**config.mk**
```make
export PLATFORM = sky130hd
export DESIGN_NAME = clk_mon
export DESIGN_NICKNAME = d
export VERILOG_FILES = /design/src/rtl/clk_mon_pkg.sv /design/src/rtl/clk_mon_sync_edge.sv /design/src/rtl/clk_mon.sv
export SDC_FILE = /design/constraint.sdc
export NUM_CORES = 1
export LEC_CHECK = 0
export CORE_ASPECT_RATIO = 0.5
export CORE_UTILIZATION = 45
export CTS_BUF_LIST = sky130_fd_sc_hd__clkbuf_2
export DETAILED_ROUTE_END_ITERATION = 10
export PLACE_DENSITY = 0.67
export SETUP_SLACK_MARGIN = 0.4
export SLEW_MARGIN = 25
export SYNTH_ARGS = -nofsm -noshare
export SYNTH_HDL_FRONTEND = slang
export SYNTH_SLANG_ARGS = --single-unit
```
**constraint.sdc**
```tcl
create_clock -name clk_in -period 2.29 [get_ports clk_in]
set_input_delay 0.458 -clock clk_in [delete_from_list [all_inputs] [get_ports clk_in]]
set_output_delay 0.458 -clock clk_in [all_outputs]
set_load 0.02 [all_outputs]
```
**src/rtl/clk_mon_pkg.sv**
```systemverilog
// Shared types and defaults for the divided-clock health monitor.
// The range check is widened to int so that EXP_PERIOD-TOL can never wrap.
package clk_mon_pkg;

    typedef enum logic [2:0] {
        IDLE,
        ACQ,
        MEAS,
        LOCKED,
        LOST
    } state_t;

    localparam int DEF_CNT_W      = 8;
    localparam int DEF_EXP_PERIOD = 6;
    localparam int DEF_TOL        = 1;
    localparam int DEF_LOCK_CNT   = 4;
    localparam int DEF_TIMEOUT    = 16;

    function automatic logic period_ok(input int p, input int exp_p, input int tol);
        return ((p + tol) >= exp_p) && (p <= (exp_p + tol));
    endfunction

endpackage

```
**src/rtl/clk_mon_sync_edge.sv**
```systemverilog
// Two-flop synchronizer plus a rising-edge detector for any asynchronous input.
module sync_edge (
    input  logic clk_in,
    input  logic rst_n,
    input  logic async_in,
    output logic rise
);

    logic s1;
    logic s2;
    logic s3;

    always_ff @(posedge clk_in or negedge rst_n) begin
        if (!rst_n) begin
            s1 <= 1'b0;
            s2 <= 1'b0;
            s3 <= 1'b0;
        end else begin
            s1 <= async_in;
            s2 <= s1;
            s3 <= s2;
        end
    end

    assign rise = s2 & ~s3;

endmodule

```
**src/rtl/clk_mon.sv**
```systemverilog
// Monitors the divided clock in the clk_in domain: edge ticks, period
// measurement, lock tracking, stopped-clock detection and error counting.
module clk_mon
    import clk_mon_pkg::*;
#(
    parameter int CNT_W      = DEF_CNT_W,
    parameter int EXP_PERIOD = DEF_EXP_PERIOD,
    parameter int TOL        = DEF_TOL,
    parameter int LOCK_CNT   = DEF_LOCK_CNT,
    parameter int TIMEOUT    = DEF_TIMEOUT
) (
    input  logic             clk_in,
    input  logic             rst_n,
    input  logic             mon_clk,
    input  logic             en,
    input  logic             clr,
    output logic             tick,
    output logic [CNT_W-1:0] period,
    output logic             period_vld,
    output logic             locked,
    output logic             lost,
    output logic [7:0]       err_cnt
);

    localparam int               GC_W     = $clog2(LOCK_CNT + 1);
    localparam logic [CNT_W-1:0] CNT_MAX  = '1;
    localparam logic [CNT_W-1:0] TO_VAL   = CNT_W'(TIMEOUT);
    localparam logic [GC_W-1:0]  LOCK_VAL = GC_W'(LOCK_CNT);

    state_t           state;
    state_t           next_state;
    logic [CNT_W-1:0] cnt;
    logic [GC_W-1:0]  good_cnt;
    logic [7:0]       err_base;
    logic             rise;
    logic             good;
    logic             measuring;
    logic             meas_rise;
    logic             bad_evt;
    logic             lock_evt;
    logic             timeout_evt;
    logic             start_evt;

    sync_edge u_sync (
        .clk_in   (clk_in),
        .rst_n    (rst_n),
        .async_in (mon_clk),
        .rise     (rise)
    );

    assign good = period_ok(32'(cnt), EXP_PERIOD, TOL);

    always_ff @(posedge clk_in or negedge rst_n) begin
        if (!rst_n) begin
            state <= IDLE;
        end else begin
            state <= next_state;
        end
    end

    // Dropping en overrides every other transition.
    always_comb begin
        next_state = state;
        if (!en) begin
            next_state = IDLE;
        end else begin
            case (state)
                IDLE:      next_state = ACQ;
                ACQ, LOST: if (start_evt) next_state = MEAS;
                MEAS: begin
                    if (lock_evt)         next_state = LOCKED;
                    else if (timeout_evt) next_state = LOST;
                end
                LOCKED: begin
                    if (bad_evt)          next_state = MEAS;
                    else if (timeout_evt) next_state = LOST;
                end
                default:   next_state = IDLE;
            endcase
        end
    end

    always_comb begin
        measuring   = en && ((state == MEAS) || (state == LOCKED));
        meas_rise   = measuring && rise;
        bad_evt     = meas_rise && !good;
        lock_evt    = meas_rise && good && (state == MEAS) &&
                      ((good_cnt + GC_W'(1)) == LOCK_VAL);
        timeout_evt = measuring && !rise && (cnt >= TO_VAL);
        start_evt   = en && rise && ((state == ACQ) || (state == LOST));
        locked      = (state == LOCKED);
        err_base    = clr ? 8'd0 : err_cnt;
    end

    // clr is applied first so a simultaneous error still leaves a count of one.
    always_ff @(posedge clk_in or negedge rst_n) begin
        if (!rst_n) begin
            tick       <= 1'b0;
            period_vld <= 1'b0;
            period     <= '0;
            cnt        <= '0;
            good_cnt   <= '0;
            lost       <= 1'b0;
            err_cnt    <= 8'd0;
        end else begin
            tick       <= rise & en;
            period_vld <= meas_rise;
            if (meas_rise) begin
                period <= cnt;
            end

            if (!en || (state == IDLE)) begin
                cnt <= '0;
            end else if (rise) begin
                cnt <= CNT_W'(1);
            end else if ((state != ACQ) && (cnt != CNT_MAX)) begin
                cnt <= cnt + CNT_W'(1);
            end

            if (!en || (state == IDLE) || start_evt || bad_evt || timeout_evt) begin
                good_cnt <= '0;
            end else if (meas_rise && good && (state == MEAS)) begin
                good_cnt <= good_cnt + GC_W'(1);
            end

            if (timeout_evt) begin
                lost <= 1'b1;
            end else if (clr) begin
                lost <= 1'b0;
            end

            if (bad_evt && (err_base != 8'hFF)) begin
                err_cnt <= err_base + 8'd1;
            end else begin
                err_cnt <= err_base;
            end
        end
    end

endmodule

```
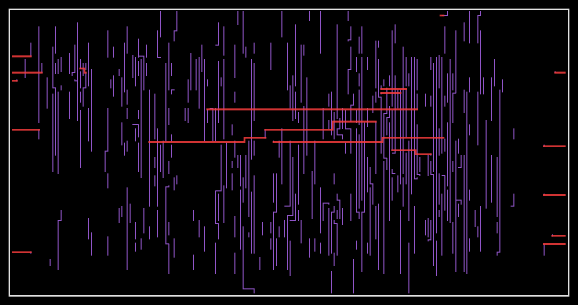
Figure 1: run 1, wiring by layer.
(6 px per um) Two of the layers only.
Red marks M3, wire length 150 um. Purple marks M2, wire length 1,990 um.
Total Wirelength: 4.153 mm
routed via count: 1,501
drt wl/cell: 14.78 um

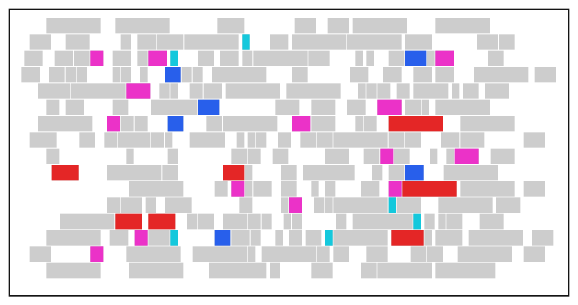
Figure 2: run 1, logic cells by family.
(6 px per um)
Magenta marks and/or cells, cells 14. Red marks fa/ha/maj cells, cells 7. Cyan marks inv cells, cells 6. Blue marks non-inverting ao/oa cells, cells 6.
logic share of the area: 40.57%
Top cell excl fill/tap: dfrtp_1

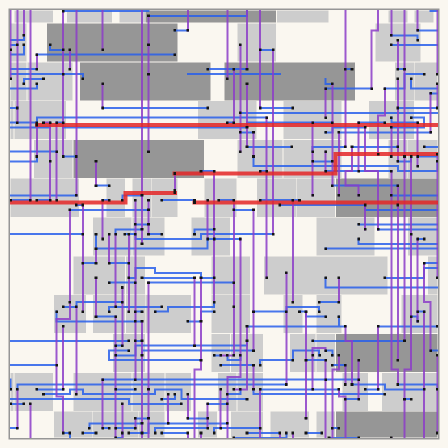
Figure 3: run 1, close-up of the layout.
Region (31, 9) to (61, 39) um. Cells in grey, sequential cells in the stronger grey; small squares are vias.
Red marks M3. Blue marks M1. Purple marks M2.
66 logic cells have their middle in the window. Most frequent: buf_4 (8), dfrtp_1 (7), nand2_1 (6). Netlist names of flops here include `cnt` (2), `period` (2). Sequential cells in the window: 7.

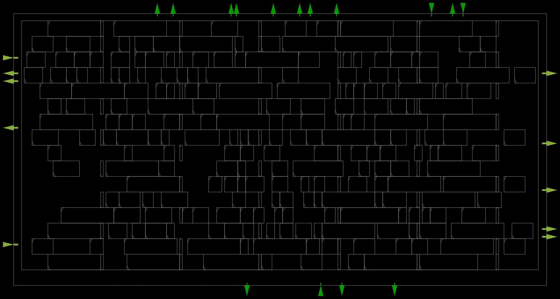
Figure 4: run 1, cell placement.
fillers: 339
Rows: 16
Core ar.: 3924 um^2

[run 1: synth_stat cells, types with 2 or more instances]
library cell / instances / area (um^2)
dfrtp_1: 36 / 900.9
xnor2_1: 4 / 35.03
mux2i_1: 2 / 20.02
nand2_1: 12 / 45.04
o21ai_0: 5 / 25.02
or3_1: 3 / 18.77
nand4_1: 7 / 43.79
nand2b_1: 2 / 12.51
and2_1: 3 / 18.77
o211ai_1: 2 / 15.01
ha_1: 6 / 75.07
clkbuf_1: 6 / 22.52
nor2b_1: 8 / 50.05
nor3_1: 2 / 10.01
inv_1: 6 / 22.52
mux2_2: 9 / 101.4
nor2_1: 14 / 52.55
o21a_1: 2 / 15.01
a21oi_1: 7 / 35.03
nand3_1: 7 / 35.03
and3_1: 4 / 25.02
xor2_1: 7 / 61.31
[run 1: per-layer routing]
layer  up-vias  wire [um]  global-route usage [%]  part of all wire, %
met5         -          0                       0                    0
met2        27       1986                   30.15                   48
met4         0         20                   6.769                 0.48
li1        722          -                       -                    -
met1       750       1996                   25.00                   48
met3         2        149                   4.603                  3.6
[run 1: worst min-delay path by stage]
stage | startpoint | end | depth (start not counted)
detailed placement | u_sync.s1$_DFF_PN0_ | u_sync.s2$_DFF_PN0_ | 0
CTS | u_sync.s1$_DFF_PN0_ | u_sync.s2$_DFF_PN0_ | 0
finish | u_sync.s1$_DFF_PN0_ | u_sync.s2$_DFF_PN0_ | 0
global placement | u_sync.s1$_DFF_PN0_ | u_sync.s2$_DFF_PN0_ | 0
global route | u_sync.s1$_DFF_PN0_ | u_sync.s2$_DFF_PN0_ | 0
floorplan | rst_n | cnt[0]$_DFFE_PN0P_ | 0
[run 1: sequential cells by signal, summed over array words and instances, names as in the netlist]
| signal | flops |
|---|---|
| cnt | 8 |
| err_cnt | 8 |
| period | 8 |
| good_cnt | 3 |
| state | 3 |
| lost | 1 |
| period_vld | 1 |
| tick | 1 |
| u_sync.s1 | 1 |
| u_sync.s2 | 1 |
| u_sync.s3 | 1 |
[run 1: logic make-up (layout without fill, tap and decap cells)]
logic type	Yosys count	count (layout)
mux	12	12
simple gates	70	70
compound gates	27	27
xor+xnor	11	11
buf+inv	14	64
flops	36	36
fa+ha+maj	7	7
[run 1: cells in the final DEF, fill, tap and decap left out, types with 5 or more instances in the layout]
cell and count:
nand4_1 7, clkdlybuf4s50_1 13, nor2_1 14, dlymetal6s2s_1 5, dfrtp_1 35, mux2_2 8, buf_4 26, nand3_1 7
clkbuf_2 5, nand2_1 12, xor2_1 6, nor2b_1 7, dlygate4sd2_1 5
[run 1: stage by stage]
step	setup slack [ns]	cells
finish	0.3096	281
global route	0.2439	281
CTS	0.3119	270
detailed placement	0.1139	257
global placement	0.1658	257
floorplan	0.3536	177
[run 1: report_power, final]
| group | switching, mW | internal [mW] |
|---|---|---|
| clock | 0.195 | 0.0586 |
| sequential | 0.0124 | 0.647 |
| combinational | 0.0737 | 0.0669 |
[run 1: critical path, delay by kind of cell, from the launching register on]
kind            cells  cell delay (ns)
simple gates        3             0.92
compound gates      1             0.23
flops               1             0.41
mux                 1             0.30
==> run summary, run 1 <==
outcome -> completed
crit path launch type -> register
Layout area overhead -> 34.92%
Critical Path Max Stage Delay -> 0.54 ns
final instance area -> 2514 um^2
Yosys Chip Area -> 1863 um^2
yosys xor share -> 5.171%
R2R Path End -> err_cnt[7]$_DFF_PN0_
r2r startpoint -> cnt[7]$_DFFE_PN0P_
Layout Nets -> 240
Insertion Delay late pin -> 0.36 ns
cell area power density -> 419.2 nW/um^2
via/cell ratio -> 5.342
#FFs+latches synth -> 36
n_taps -> 54
Initial Util -> 47.48%
DRC -> 0
die extent in y -> 47.50 um
number of H-tree levels -> 2
CTS Root Cell -> clkbuf_2
hpwl dp -> 2.619 mm
most used flip-flop cell -> dfrtp_1
vias in the first global route -> 1,280
final setup fails -> 0
Main logic family -> simple AND/OR/NAND/NOR gates
total negative setup slack -> 0 ns
Avg Inst Size Synth -> 10.53 um^2
CP Launch Point -> cnt[7]$_DFFE_PN0P_
logic area -> 1020 um^2
Multiplexer share -> 7.119%
f_max -> 505.0 MHz
CTS buffer count -> 5
==> run 1 -> run 2 <==
SLEW_MARGIN = unset   (was 25)
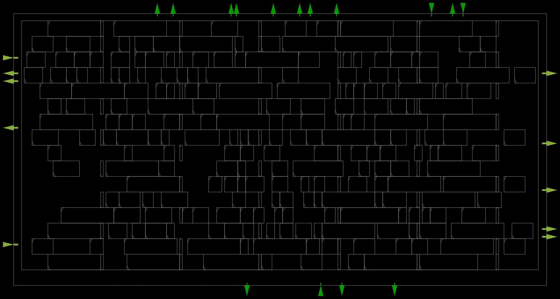
Figure 5: run 2, cell placement.
Layout Cells excl Fill: 281
seq_cells: 36
n_taps: 54
Final Util: 64.06%
Seq area share: 35.89%

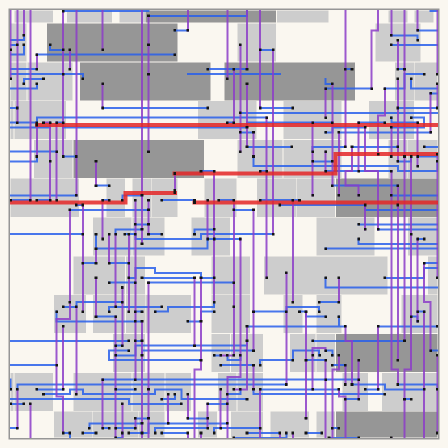
Figure 6: run 2, close-up of the layout.
Region (31, 9) to (61, 39) um. Cells in grey, sequential cells in the stronger grey; small squares are vias.
Red marks M3. Purple marks M2. Blue marks M1.
66 logic cells have their middle in the window. Sequential cells in the window: 7. Most frequent: buf_4 (8), dfrtp_1 (7), nand2_1 (6). Netlist names of flops here include `cnt` (2), `period` (2).

==> run 2 against run 1 <==
Effect of this change:
- maximum frequency did not move
- worst hold slack did not move
- wire length did not move
- highest routed layer unchanged
- power did not move
==> run summary, run 2 <==
Initial Util -> 47.48%
Top Family by Delay on Critical Path -> simple AND/OR/NAND/NOR gates
f_max -> 505.0 MHz
Layout area overhead -> 34.92%
most frequent cells in the layout -> 35 x dfrtp_1, 26 x buf_4, 14 x nor2_1
routed via count -> 1,501
CTS Root Cell -> clkbuf_2
worst-path maximum fanout -> 5
Synth top area share -> 48.35%
dpl cells -> 257
Core ar. -> 3924 um^2
post-synth top area cell -> dfrtp_1
library cells used by synthesis -> 45
hpwl dp -> 2.619 mm
Total Wirelength -> 4.153 mm
CTS buffer count -> 5
top cells by count -> 36 x dfrtp_1, 14 x nor2_1, 12 x nand2_1
number of H-tree levels -> 2
Insertion Delay late pin -> 0.36 ns
Top cell excl fill/tap -> dfrtp_1
Top cells by area -> dfrtp_1 48%, mux2_2 5.4%, ha_1 4.0%
Critical Path Max Stage Delay -> 0.54 ns
most used flip-flop cell -> dfrtp_1
vias in the first global route -> 1,280
total negative setup slack -> 0 ns
Layout Nets -> 240
#FFs+latches synth -> 36
setup slack after layout -> 0.3096 ns
outcome -> completed
Rows -> 16
Buffers & Inverters on Critical Path -> 0
die extent in y -> 47.50 um
DRC -> 0
==> run 2: cell counts after synthesis <==
No cell type changed its count.
==> run 2: cell families (layout without fill, tap and decap cells) <==
group / Yosys count / in the layout / share of synthesized area [%]
buffers and inverters: 14 / 64 / 3.290
DFF: 36 / 36 / 48.35
xor gates and xnor gates: 11 / 11 / 5.171
adders and majority gates: 7 / 7 / 4.567
muxes: 12 / 12 / 7.119
AOI/OAI and AO/OA: 27 / 27 / 10.07
and+or+nand+nor: 70 / 70 / 21.42
==> run 2: routing by layer <==
metal	global-route usage [%]	routed length (um)	up-vias
met5	0	0	-
met4	6.769	20	0
met3	4.603	149	2
met2	30.15	1986	27
met1	25.00	1996	750
li1	-	-	722
==> run 2: metrics by stage <==
stage                     total power [mW]  cell area, um^2  hold WS, ns
after global routing                 1.107             2514       0.3896
after CTS                            1.038             2349       0.3765
after floorplan                     0.7316             1887       0.1624
after detailed placement            0.7788             2230       0.3426
after global placement              0.7770             2230       0.3343
final                                1.054             2514       0.3714
==> run 2: timing repair <==
item	4_1_cts	5_1_grt
pin swaps	9	12
endpoints found under the hold margin	0	0
setup buffers	8	11
setup endpoints to repair	23	23
gates resized	15	22
==> run 2: final timing paths <==
check,startpoint,to,cells after the start
setup / recovery,cnt[7]$_DFFE_PN0P_,err_cnt[7]$_DFF_PN0_,5
hold / removal,u_sync.s1$_DFF_PN0_,u_sync.s2$_DFF_PN0_,0
setup reg to reg,cnt[7]$_DFFE_PN0P_,err_cnt[7]$_DFF_PN0_,5
hold reg to reg,u_sync.s1$_DFF_PN0_,u_sync.s2$_DFF_PN0_,0
max in group asynchronous,rst_n,state[1]$_DFFE_PN0P_,2
min in group asynchronous,rst_n,cnt[5]$_DFFE_PN0P_,2
==> run 2: worst reg2reg max path, cell delays in order (launching register included) <==
cell and delay [ns]:
dfrtp_1 0.41, or4_4 0.54, or2_4 0.28, o21a_1 0.23, nand4_1 0.10, mux2_4 0.30
==> run 2: where the power goes <==
group / internal, mW / switching (mW)
Combinational: 0.0669 / 0.0737
Clock: 0.0586 / 0.195
Sequential: 0.647 / 0.0124
==> run 2: area by class of cell <==
class                      instances  area [um^2]
clock buffer                       5        25.02
tap                               54        67.56
inverter                           6        22.52
sequential                        36        902.1
timing repair buffer              53        476.7
multi-input combinational        127         1020
fill                             339         1410
Power figures rest on the tool's default switching activity, not on a simulated workload.
